Run 1, placement view:
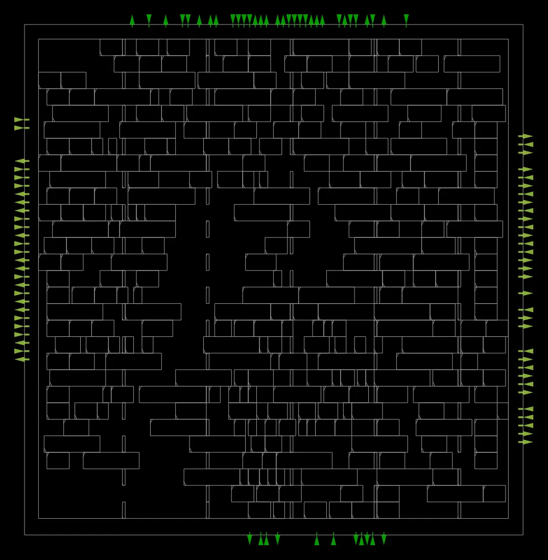
Run 1, cell sizes after repair:
(6 px per um)
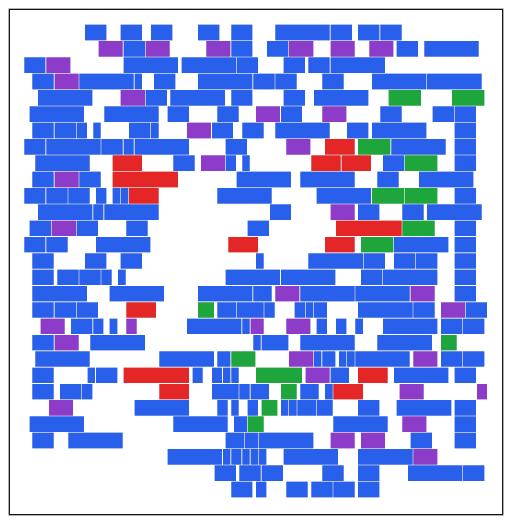
Run 1, pin placement:
(6 px per um) Pins as bars across the die edge, other pins in gray.
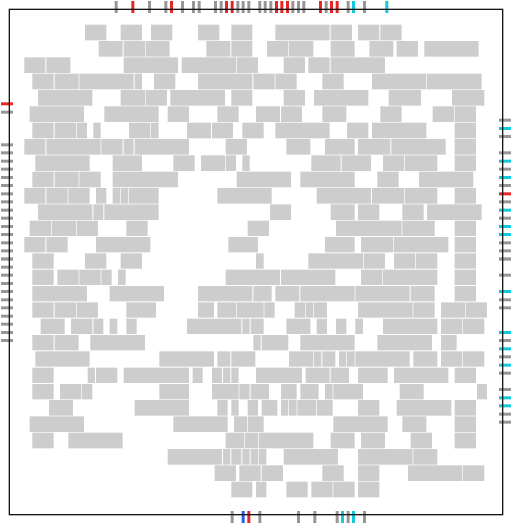
`src/rtl/iopage_ctl_pkg.sv`:
```
// Shared types and constants for the CPU-side I/O page initiator.
// Widths, default timing and the controller state encoding live here.
package iopage_pkg;

    localparam int IOPAGE_AW   = 13;
    localparam int IOPAGE_DW   = 16;
    localparam int SETTLE_DEF  = 1;
    localparam int TIMEOUT_DEF = 15;
    localparam int CNT_W       = 5;

    typedef enum logic [2:0] {
        ST_IDLE  = 3'd0,
        ST_ADDR  = 3'd1,
        ST_WRITE = 3'd2,
        ST_DONE  = 3'd3,
        ST_ERR   = 3'd4
    } iopage_state_e;

    // Byte writes replicate the low byte on both lanes so the addressed
    // responder can pick whichever half matches addr[0].
    function automatic logic [IOPAGE_DW-1:0] lane_dup(
        input logic                 byte_op,
        input logic [IOPAGE_DW-1:0] wdata
    );
        return byte_op ? {wdata[7:0], wdata[7:0]} : wdata;
    endfunction

    function automatic logic misaligned(
        input logic                 byte_op,
        input logic [IOPAGE_AW-1:0] addr
    );
        return !byte_op && addr[0];
    endfunction

endpackage

```
`src/rtl/iopage_ctl_if.sv`:
```
// CPU request/response and I/O page bus signals of the initiator.
// slave = the controller's view, master = the CPU plus responders.
interface iopage_ctl_if;
    import iopage_pkg::*;

    logic                 req;
    logic                 we;
    logic                 byte_op;
    logic [IOPAGE_AW-1:0] addr;
    logic [IOPAGE_DW-1:0] wdata;
    logic [IOPAGE_DW-1:0] rdata;
    logic                 ack;
    logic                 bus_err;
    logic                 busy;

    logic [IOPAGE_AW-1:0] iopage_addr;
    logic [IOPAGE_DW-1:0] iopage_data_out;
    logic                 iopage_rd;
    logic                 iopage_wr;
    logic                 iopage_byte_op;
    logic [IOPAGE_DW-1:0] iopage_data_in;
    logic                 iopage_decode;

    modport slave (
        input  req, we, byte_op, addr, wdata, iopage_data_in, iopage_decode,
        output rdata, ack, bus_err, busy,
               iopage_addr, iopage_data_out, iopage_rd, iopage_wr, iopage_byte_op
    );

    modport master (
        output req, we, byte_op, addr, wdata, iopage_data_in, iopage_decode,
        input  rdata, ack, bus_err, busy,
               iopage_addr, iopage_data_out, iopage_rd, iopage_wr, iopage_byte_op
    );

endinterface

```
`src/rtl/iopage_ctl.sv`:
```
// CPU-side initiator for the 8 KB I/O page: one request becomes one bus
// cycle ending in either an ack with read data or a single bus_err pulse.
module iopage_ctl
    import iopage_pkg::*;
#(
    parameter int SETTLE  = SETTLE_DEF,
    parameter int TIMEOUT = TIMEOUT_DEF
) (
    input  logic        clk,
    input  logic        reset_n,
    iopage_ctl_if.slave bus
);

    localparam logic [CNT_W-1:0] SETTLE_C  = CNT_W'(SETTLE);
    localparam logic [CNT_W-1:0] TIMEOUT_C = CNT_W'(TIMEOUT);

    iopage_state_e        state_q, state_d;
    logic [CNT_W-1:0]     cnt_q, cnt_d;
    logic [IOPAGE_DW-1:0] rdata_q, rdata_d;
    logic                 ack_q, ack_d;
    logic                 err_q, err_d;
    logic                 busy_q, busy_d;
    logic [IOPAGE_AW-1:0] addr_q, addr_d;
    logic [IOPAGE_DW-1:0] dout_q, dout_d;
    logic                 rd_q, rd_d;
    logic                 wr_q, wr_d;
    logic                 byte_q, byte_d;
    logic                 we_q, we_d;

    always_ff @(posedge clk or negedge reset_n) begin
        if (!reset_n) begin
            state_q <= ST_IDLE;
            cnt_q   <= '0;
            rdata_q <= '0;
            ack_q   <= 1'b0;
            err_q   <= 1'b0;
            busy_q  <= 1'b0;
            addr_q  <= '0;
            dout_q  <= '0;
            rd_q    <= 1'b0;
            wr_q    <= 1'b0;
            byte_q  <= 1'b0;
            we_q    <= 1'b0;
        end else begin
            state_q <= state_d;
            cnt_q   <= cnt_d;
            rdata_q <= rdata_d;
            ack_q   <= ack_d;
            err_q   <= err_d;
            busy_q  <= busy_d;
            addr_q  <= addr_d;
            dout_q  <= dout_d;
            rd_q    <= rd_d;
            wr_q    <= wr_d;
            byte_q  <= byte_d;
            we_q    <= we_d;
        end
    end

    // Every output is registered, so each pulse is set on the edge that
    // enters the state in which it must be visible.
    always_comb begin
        state_d = state_q;
        cnt_d   = cnt_q;
        rdata_d = rdata_q;
        ack_d   = 1'b0;
        err_d   = 1'b0;
        addr_d  = addr_q;
        dout_d  = dout_q;
        rd_d    = rd_q;
        wr_d    = 1'b0;
        byte_d  = byte_q;
        we_d    = we_q;

        unique case (state_q)
            ST_IDLE: begin
                if (bus.req) begin
                    if (misaligned(bus.byte_op, bus.addr)) begin
                        state_d = ST_ERR;
                        err_d   = 1'b1;
                    end else begin
                        addr_d  = bus.addr;
                        we_d    = bus.we;
                        byte_d  = bus.byte_op;
                        dout_d  = lane_dup(bus.byte_op, bus.wdata);
                        cnt_d   = '0;
                        rd_d    = !bus.we;
                        state_d = ST_ADDR;
                    end
                end
            end
            ST_ADDR: begin
                cnt_d = (cnt_q == TIMEOUT_C) ? cnt_q : cnt_q + CNT_W'(1);
                // A late decode still wins over the timeout on the same cycle.
                if (cnt_q >= SETTLE_C && bus.iopage_decode) begin
                    if (!we_q) begin
                        rdata_d = bus.iopage_data_in;
                        rd_d    = 1'b0;
                        ack_d   = 1'b1;
                        state_d = ST_DONE;
                    end else begin
                        wr_d    = 1'b1;
                        state_d = ST_WRITE;
                    end
                end else if (cnt_q == TIMEOUT_C) begin
                    rd_d    = 1'b0;
                    err_d   = 1'b1;
                    state_d = ST_ERR;
                end
            end
            ST_WRITE: begin
                ack_d   = 1'b1;
                state_d = ST_DONE;
            end
            ST_DONE: state_d = ST_IDLE;
            ST_ERR:  state_d = ST_IDLE;
            default: state_d = ST_IDLE;
        endcase

        busy_d = (state_d != ST_IDLE);
    end

    assign bus.rdata           = rdata_q;
    assign bus.ack             = ack_q;
    assign bus.bus_err         = err_q;
    assign bus.busy            = busy_q;
    assign bus.iopage_addr     = addr_q;
    assign bus.iopage_data_out = dout_q;
    assign bus.iopage_rd       = rd_q;
    assign bus.iopage_wr       = wr_q;
    assign bus.iopage_byte_op  = byte_q;

    a_strobe_excl: assert property (@(posedge clk) disable iff (!reset_n)
        !(rd_q && wr_q));
    a_one_completion: assert property (@(posedge clk) disable iff (!reset_n)
        !(ack_q && err_q));

endmodule

```
`src/flat_wrapper.sv`:
```
// flat-port wrapper written by rule: the top's interface ports become plain ports
module iopage_ctl_flat import iopage_pkg::*;
#(
    parameter int SETTLE  = SETTLE_DEF,
    parameter int TIMEOUT = TIMEOUT_DEF
)
  (clk, reset_n, bus_req, bus_we, bus_byte_op, bus_addr, bus_wdata, bus_iopage_data_in, bus_iopage_decode, bus_rdata, bus_ack, bus_bus_err, bus_busy, bus_iopage_addr, bus_iopage_data_out, bus_iopage_rd, bus_iopage_wr, bus_iopage_byte_op);
  iopage_ctl_if bus_i ();
  input  logic clk;
  input  logic reset_n;
  input wire logic [$bits(bus_i.req)-1:0] bus_req;
  input wire logic [$bits(bus_i.we)-1:0] bus_we;
  input wire logic [$bits(bus_i.byte_op)-1:0] bus_byte_op;
  input wire logic [$bits(bus_i.addr)-1:0] bus_addr;
  input wire logic [$bits(bus_i.wdata)-1:0] bus_wdata;
  input wire logic [$bits(bus_i.iopage_data_in)-1:0] bus_iopage_data_in;
  input wire logic [$bits(bus_i.iopage_decode)-1:0] bus_iopage_decode;
  output wire logic [$bits(bus_i.rdata)-1:0] bus_rdata;
  output wire logic [$bits(bus_i.ack)-1:0] bus_ack;
  output wire logic [$bits(bus_i.bus_err)-1:0] bus_bus_err;
  output wire logic [$bits(bus_i.busy)-1:0] bus_busy;
  output wire logic [$bits(bus_i.iopage_addr)-1:0] bus_iopage_addr;
  output wire logic [$bits(bus_i.iopage_data_out)-1:0] bus_iopage_data_out;
  output wire logic [$bits(bus_i.iopage_rd)-1:0] bus_iopage_rd;
  output wire logic [$bits(bus_i.iopage_wr)-1:0] bus_iopage_wr;
  output wire logic [$bits(bus_i.iopage_byte_op)-1:0] bus_iopage_byte_op;
  assign bus_i.req = bus_req;
  assign bus_i.we = bus_we;
  assign bus_i.byte_op = bus_byte_op;
  assign bus_i.addr = bus_addr;
  assign bus_i.wdata = bus_wdata;
  assign bus_i.iopage_data_in = bus_iopage_data_in;
  assign bus_i.iopage_decode = bus_iopage_decode;
  assign bus_rdata = bus_i.rdata;
  assign bus_ack = bus_i.ack;
  assign bus_bus_err = bus_i.bus_err;
  assign bus_busy = bus_i.busy;
  assign bus_iopage_addr = bus_i.iopage_addr;
  assign bus_iopage_data_out = bus_i.iopage_data_out;
  assign bus_iopage_rd = bus_i.iopage_rd;
  assign bus_iopage_wr = bus_i.iopage_wr;
  assign bus_iopage_byte_op = bus_i.iopage_byte_op;
  iopage_ctl #(.SETTLE(SETTLE), .TIMEOUT(TIMEOUT)) u_core (.clk(clk), .reset_n(reset_n), .bus(bus_i));
endmodule
```
`config.mk`:
```
export PLATFORM = sky130hd
export DESIGN_NAME = iopage_ctl_flat
export DESIGN_NICKNAME = d
export VERILOG_FILES = /design/src/rtl/iopage_ctl_pkg.sv /design/src/rtl/iopage_ctl_if.sv /design/src/rtl/iopage_ctl.sv /design/src/flat_wrapper.sv
export SDC_FILE = /design/constraint.sdc
export NUM_CORES = 1
export LEC_CHECK = 0
export CORE_AREA = 2 2 80 82
export CTS_CLUSTER_SIZE = 12
export DETAILED_ROUTE_END_ITERATION = 7
export DIE_AREA = 0 0 82 84
export PLACE_DENSITY = 0.79
export SLEW_MARGIN = 20
export SYNTH_ARGS = -nofsm -noshare
export SYNTH_HDL_FRONTEND = slang
export SYNTH_SLANG_ARGS = --single-unit
```
`constraint.sdc`:
```
create_clock -name clk -period 2.8 [get_ports clk]
set_input_delay 0.56 -clock clk [delete_from_list [all_inputs] [get_ports clk]]
set_output_delay 0.56 -clock clk [all_outputs]
set_load 0.01 [all_outputs]
```
==> flow_metrics.py, run 1 <==
# Flow results
metrics = {
    "finish": {
        "comb_area_frac": 0.2403,
        "buffer_area_frac": 0.2731,
        "nClkBuffers": 12,
        "num-multi-input-gates": 109,
        "seq_area_frac": 0.3929,
        "non_clock_buffer_count": 106,
    },
    "power": {
        "p_sw_frac": 0.2926,
        "peakVddDrop_mv": 0.5904,
        "seqPwrFrac": 0.355,
        "p_clk_mw": 0.965,
        "totalPowerFinal_mw": 4.288,
        "p_per_area_nw_per_um2": 1122,
        "switchingPower_mw": 1.255,
    },
    "clock_network": {
        "path_clk_slew_ns": 0.06,
        "clock_path_buffers": 2,
        "cts_post_setup_buffers_inserted": 0,
    },
    "drt": {
        "wl_per_cell_um": 14.63,
        "drc": 0,
        "met2_length_um": 2731,
    },
    "critical_path": {
        "critPathTopFamily": "simple AND/OR/NAND/NOR gates",
        "worstSetupPathType": "reg2reg",
        "crit_path_max_fanout": 18,
        "crit_buf_inv": 0,
        "slowest_delay_ns": 0.74,
        "crit_cells": 4,
    },
    "logic_synthesis": {
        "yosys_warnings": 0,
        "flop_cell": "dfrtp_1",
        "area_leaders": "dfrtp_1 (60%), mux2_2 (14%), mux2_4 (4.8%), mux2i_1 (3.2%), o21ai_0 (2.6%)",
        "ys_sh_simple": 0.07391,
        "post-synth-top-area-cell": "dfrtp_1",
    },
    "final_timing": {
        "relSlewSlack": 0.4191,
        "finalWorstSetupSlack_ns": 0.2323,
        "min_period_over_period": 0.9170,
    },
    "place": {
        "port_buffers": 101,
        "dp_worst_setup_slack_ns": 0.2006,
    },
    "floorplan": {
        "rows": 29,
        "well_tap_count": 77,
    },
    "min_path": {
        "hp-class": "in2async",
    },
    "flow_run": {
        "maxCapViolCount": 0,
    },
    "status": {
        "status": "finished clean",
    },
}
Notes on 'placement view' above:
seq_cells: 60
Layout fillers: 500
Util after Layout: 0.6268
Placeable Area: 6096 um2

Notes on 'cell sizes after repair' above:
- drive 3 to 4: green (cells 15; most used mux2_4)
- drive 2: purple (cells 35; most used mux2_2)
- drive 6 and up: red (cells 14; most used clkbuf_8)
- drive 1 or less: blue (cells 230; most used clkdlybuf4s50_1)

Notes on 'pin placement' above:
- `bus_iopage_data_in`: cyan (pins 16; direction input; edge 12 right, 2 bottom, 2 top)
- `bus_byte_op`: blue (pins 1; direction input; edge bottom)
- `bus_addr`: red (pins 13; direction input; edge 10 top, 1 bottom, 1 right, 1 left)
- all pins by edge: 32 right, 32 top, 27 left, 11 bottom

-- run 1: placed cells by master (no fill, tap or decap), types with 2 or more instances in the layout --
cell | Yosys | routed
buf_4 | 0 | 5
mux2i_1 | 8 | 8
dfrtp_1 | 60 | 60
clkbuf_8 | 0 | 11
nor2_1 | 6 | 6
ha_1 | 3 | 3
bufinv_16 | 0 | 3
a21oi_1 | 3 | 3
o21ai_0 | 13 | 13
a41o_2 | 2 | 2
inv_1 | 3 | 3
nand4_1 | 2 | 2
clkdlybuf4s50_1 | 0 | 100
nand3_1 | 2 | 2
o2bb2ai_1 | 2 | 2
mux2_4 | 8 | 8
nor4b_1 | 2 | 2
mux2_2 | 30 | 30
nand2_1 | 17 | 17
Run 1, routed metal, one color a layer:
(6 px per um) Two of the layers only.
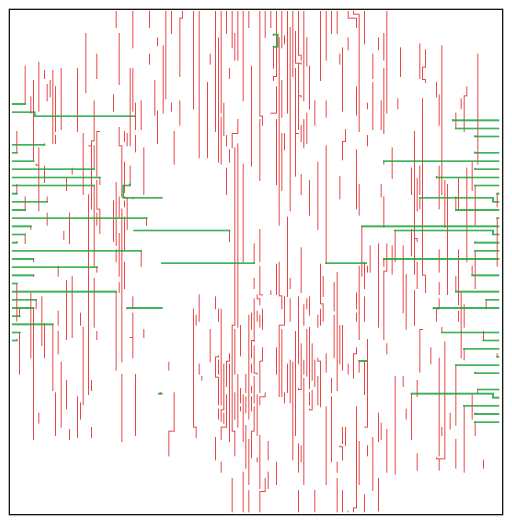

==> run 1 -> run 2 <==
--- a/config.mk
+++ b/config.mk
@@ -9,6 +9,7 @@
 export CTS_CLUSTER_SIZE = 12
 export DETAILED_ROUTE_END_ITERATION = 7
 export DIE_AREA = 0 0 82 84
+export MAX_ROUTING_LAYER = met4
 export PLACE_DENSITY = 0.79
 export SLEW_MARGIN = 20
 export SYNTH_ARGS = -nofsm -noshare
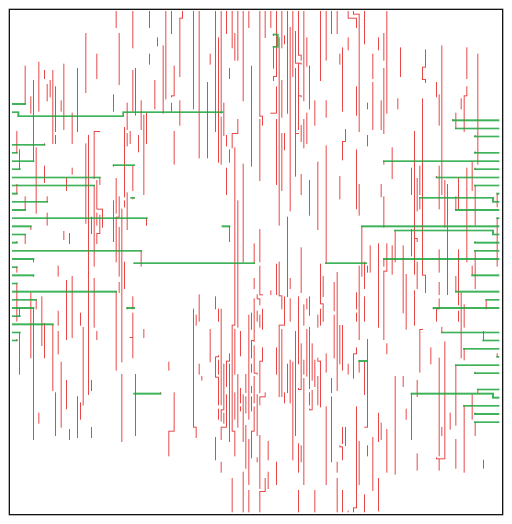
Run 2: routed metal, one color a layer
(6 px per um) Two of the layers only.
- met2: red (wire length 2720 um)
- met3: green (wire length 454 um)

==> run 2 against run 1 <==
Against the previous run: clock-buffer cell count unchanged; synthesized cell count unchanged; sequential power hardly changed; global-route usage increased by 0.44 points; setup slack about the same; critical path depth unchanged; critical endpoint unchanged; largest power group unchanged; highest routed layer unchanged.
==> flow_metrics.py, run 2 <==
# Flow results
metrics = {
    "place": {
        "port_buffers": 101,
        "place.gp.congestion": 0.7745,
    },
    "logic_synthesis": {
        "ys_cells": 180,
        "ys_sh_simple": 0.07391,
        "synth_area_um2": 2489,
        "post-synth-top-area-cell": "dfrtp_1",
        "synth_cells": 180,
        "synth.most_common_cell": "dfrtp_1",
        "ys_sh_adder": 0.01508,
        "syn_avg_cell_area_um2": 13.83,
        "yosys_warnings": 0,
        "synth.top_cells.by_count": "dfrtp_1 (60), mux2_2 (30), nand2_1 (17), o21ai_0 (13)",
        "area_leaders": "dfrtp_1 (60%), mux2_2 (14%), mux2_4 (4.8%), mux2i_1 (3.2%), o21ai_0 (2.6%)",
        "synth.area.mux_share": 0.2162,
        "ys_sh_xor": 0.003519,
        "flop_cell": "dfrtp_1",
        "ys_ff": 60,
    },
    "global_route": {
        "met2_usage": 0.2816,
        "grt_util_met3": 0.06494,
        "grt_pass1_vias": 1885,
        "antenna_found_initial": 0,
    },
    "finish": {
        "fin_nets": 343,
        "lay_top_cells": "clkdlybuf4s50_1 (100), dfrtp_1 (60), mux2_2 (30)",
        "layout-drive-gt1-share": 0.2177,
        "final_common_cell": "clkdlybuf4s50_1",
        "fin_util": 0.6268,
    },
    "floorplan": {
        "fp.coreArea_um2": 6096,
        "ios": 102,
        "chip_area_um2": 6888,
        "rows": 29,
        "initCoreUtil": 0.4083,
    },
    "critical_path": {
        "crit_path_end_kind": "register",
        "crit_cells": 4,
        "worstSetupPathType": "reg2reg",
        "crit_path_max_fanout": 18,
        "crit_chain": "or4_4 -> o31ai_4 -> or3_1 -> mux2_2",
        "crit_path_end": "u_core.bus.rdata[2]",
        "crit_buf_inv": 0,
        "startpoint": "u_core.cnt_q[1]",
        "arrival_ns": 2.77,
        "critPathTopFamily": "simple AND/OR/NAND/NOR gates",
        "slowest_delay_ns": 0.74,
        "reg2reg_to": "u_core.bus.rdata[2]",
        "slowest_stage": "or3_1",
    },
    "final_timing": {
        "max_slew.worst_pin.slew_ns": 0.8714,
        "relSlewSlack": 0.4191,
        "clock_skew_ns": 0.003648,
        "drv_slew": 0,
        "finalSetupTns_ns": 0,
        "rsz0062_at_grt": "false",
        "min_period_over_period": 0.9170,
        "fmax_mhz": 389.5,
    },
    "drt": {
        "wl_met3_um": 453,
        "met2_length_um": 2723,
        "wl_per_cell_um": 14.54,
        "met1_length_um": 2146,
        "drc": 0,
        "ant_nets": 0,
        "vias": 1814,
    },
    "flow_run": {
        "maxCapViolCount": 0,
    },
    "power": {
        "seqPwrFrac": 0.355,
        "comb-power_mw": 1.80,
        "comb_power_share": 0.420,
        "p_sw_frac": 0.2925,
        "switchingPower_mw": 1.254,
        "totalPowerFinal_mw": 4.287,
        "peakVddDrop_mv": 0.5901,
        "power-top-group": "combinational cells",
        "p_per_area_nw_per_um2": 1122,
        "p_clk_mw": 0.963,
        "p_int_mw": 3.033,
    },
    "clock_network": {
        "htreeDepth": 3,
        "cts_post_setup_buffers_inserted": 0,
        "cts_resized": 0,
        "path_clk_slew_ns": 0.06,
        "cts_buffers": 9,
        "clock_path_buffers": 2,
        "root_buffer": "clkbuf_8",
        "cts_tree": "done",
    },
    "min_path": {
        "hp-class": "in2async",
    },
    "status": {
        "status": "finished clean",
    },
}
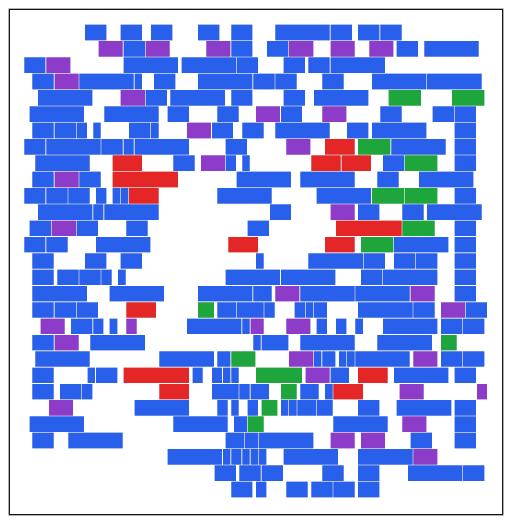
Run 2: cell sizes after repair
(6 px per um)
- drive 3 to 4: green (cells 15; most used mux2_4)
- drive 1 or less: blue (cells 230; most used clkdlybuf4s50_1)
- drive 2: purple (cells 35; most used mux2_2)
- drive 6 and up: red (cells 14; most used clkbuf_8)

run 2: cell counts after synthesis:
Identical to the previous run, type by type.
run 2: cell type report:
type,instances,area (um2)
Tap cell,77,96.34
Fill cell,500,2275
Clock inverter,4,95.09
Multi-Input combinational cell,109,918.4
Clock buffer,12,155.1
Sequential cell,60,1501
Timing Repair Buffer,106,1044
Inverter,3,11.26
run 2: per-stage QoR:
stage	worst slack (ns)	instance area (um2)	hold slack [ns]	std cells
2_1_floorplan	0.7475	2489	0.2644	180
3_3_place_gp	0.2902	3571	0.4608	355
3_5_place_dp	0.2006	3571	0.4753	355
4_1_cts	0.2001	3821	0.1408	371
5_1_grt	0.1113	3821	0.1529	371
6_report	0.2323	3821	0.1438	371
Power figures rest on the tool's default switching activity, not on a simulated workload.
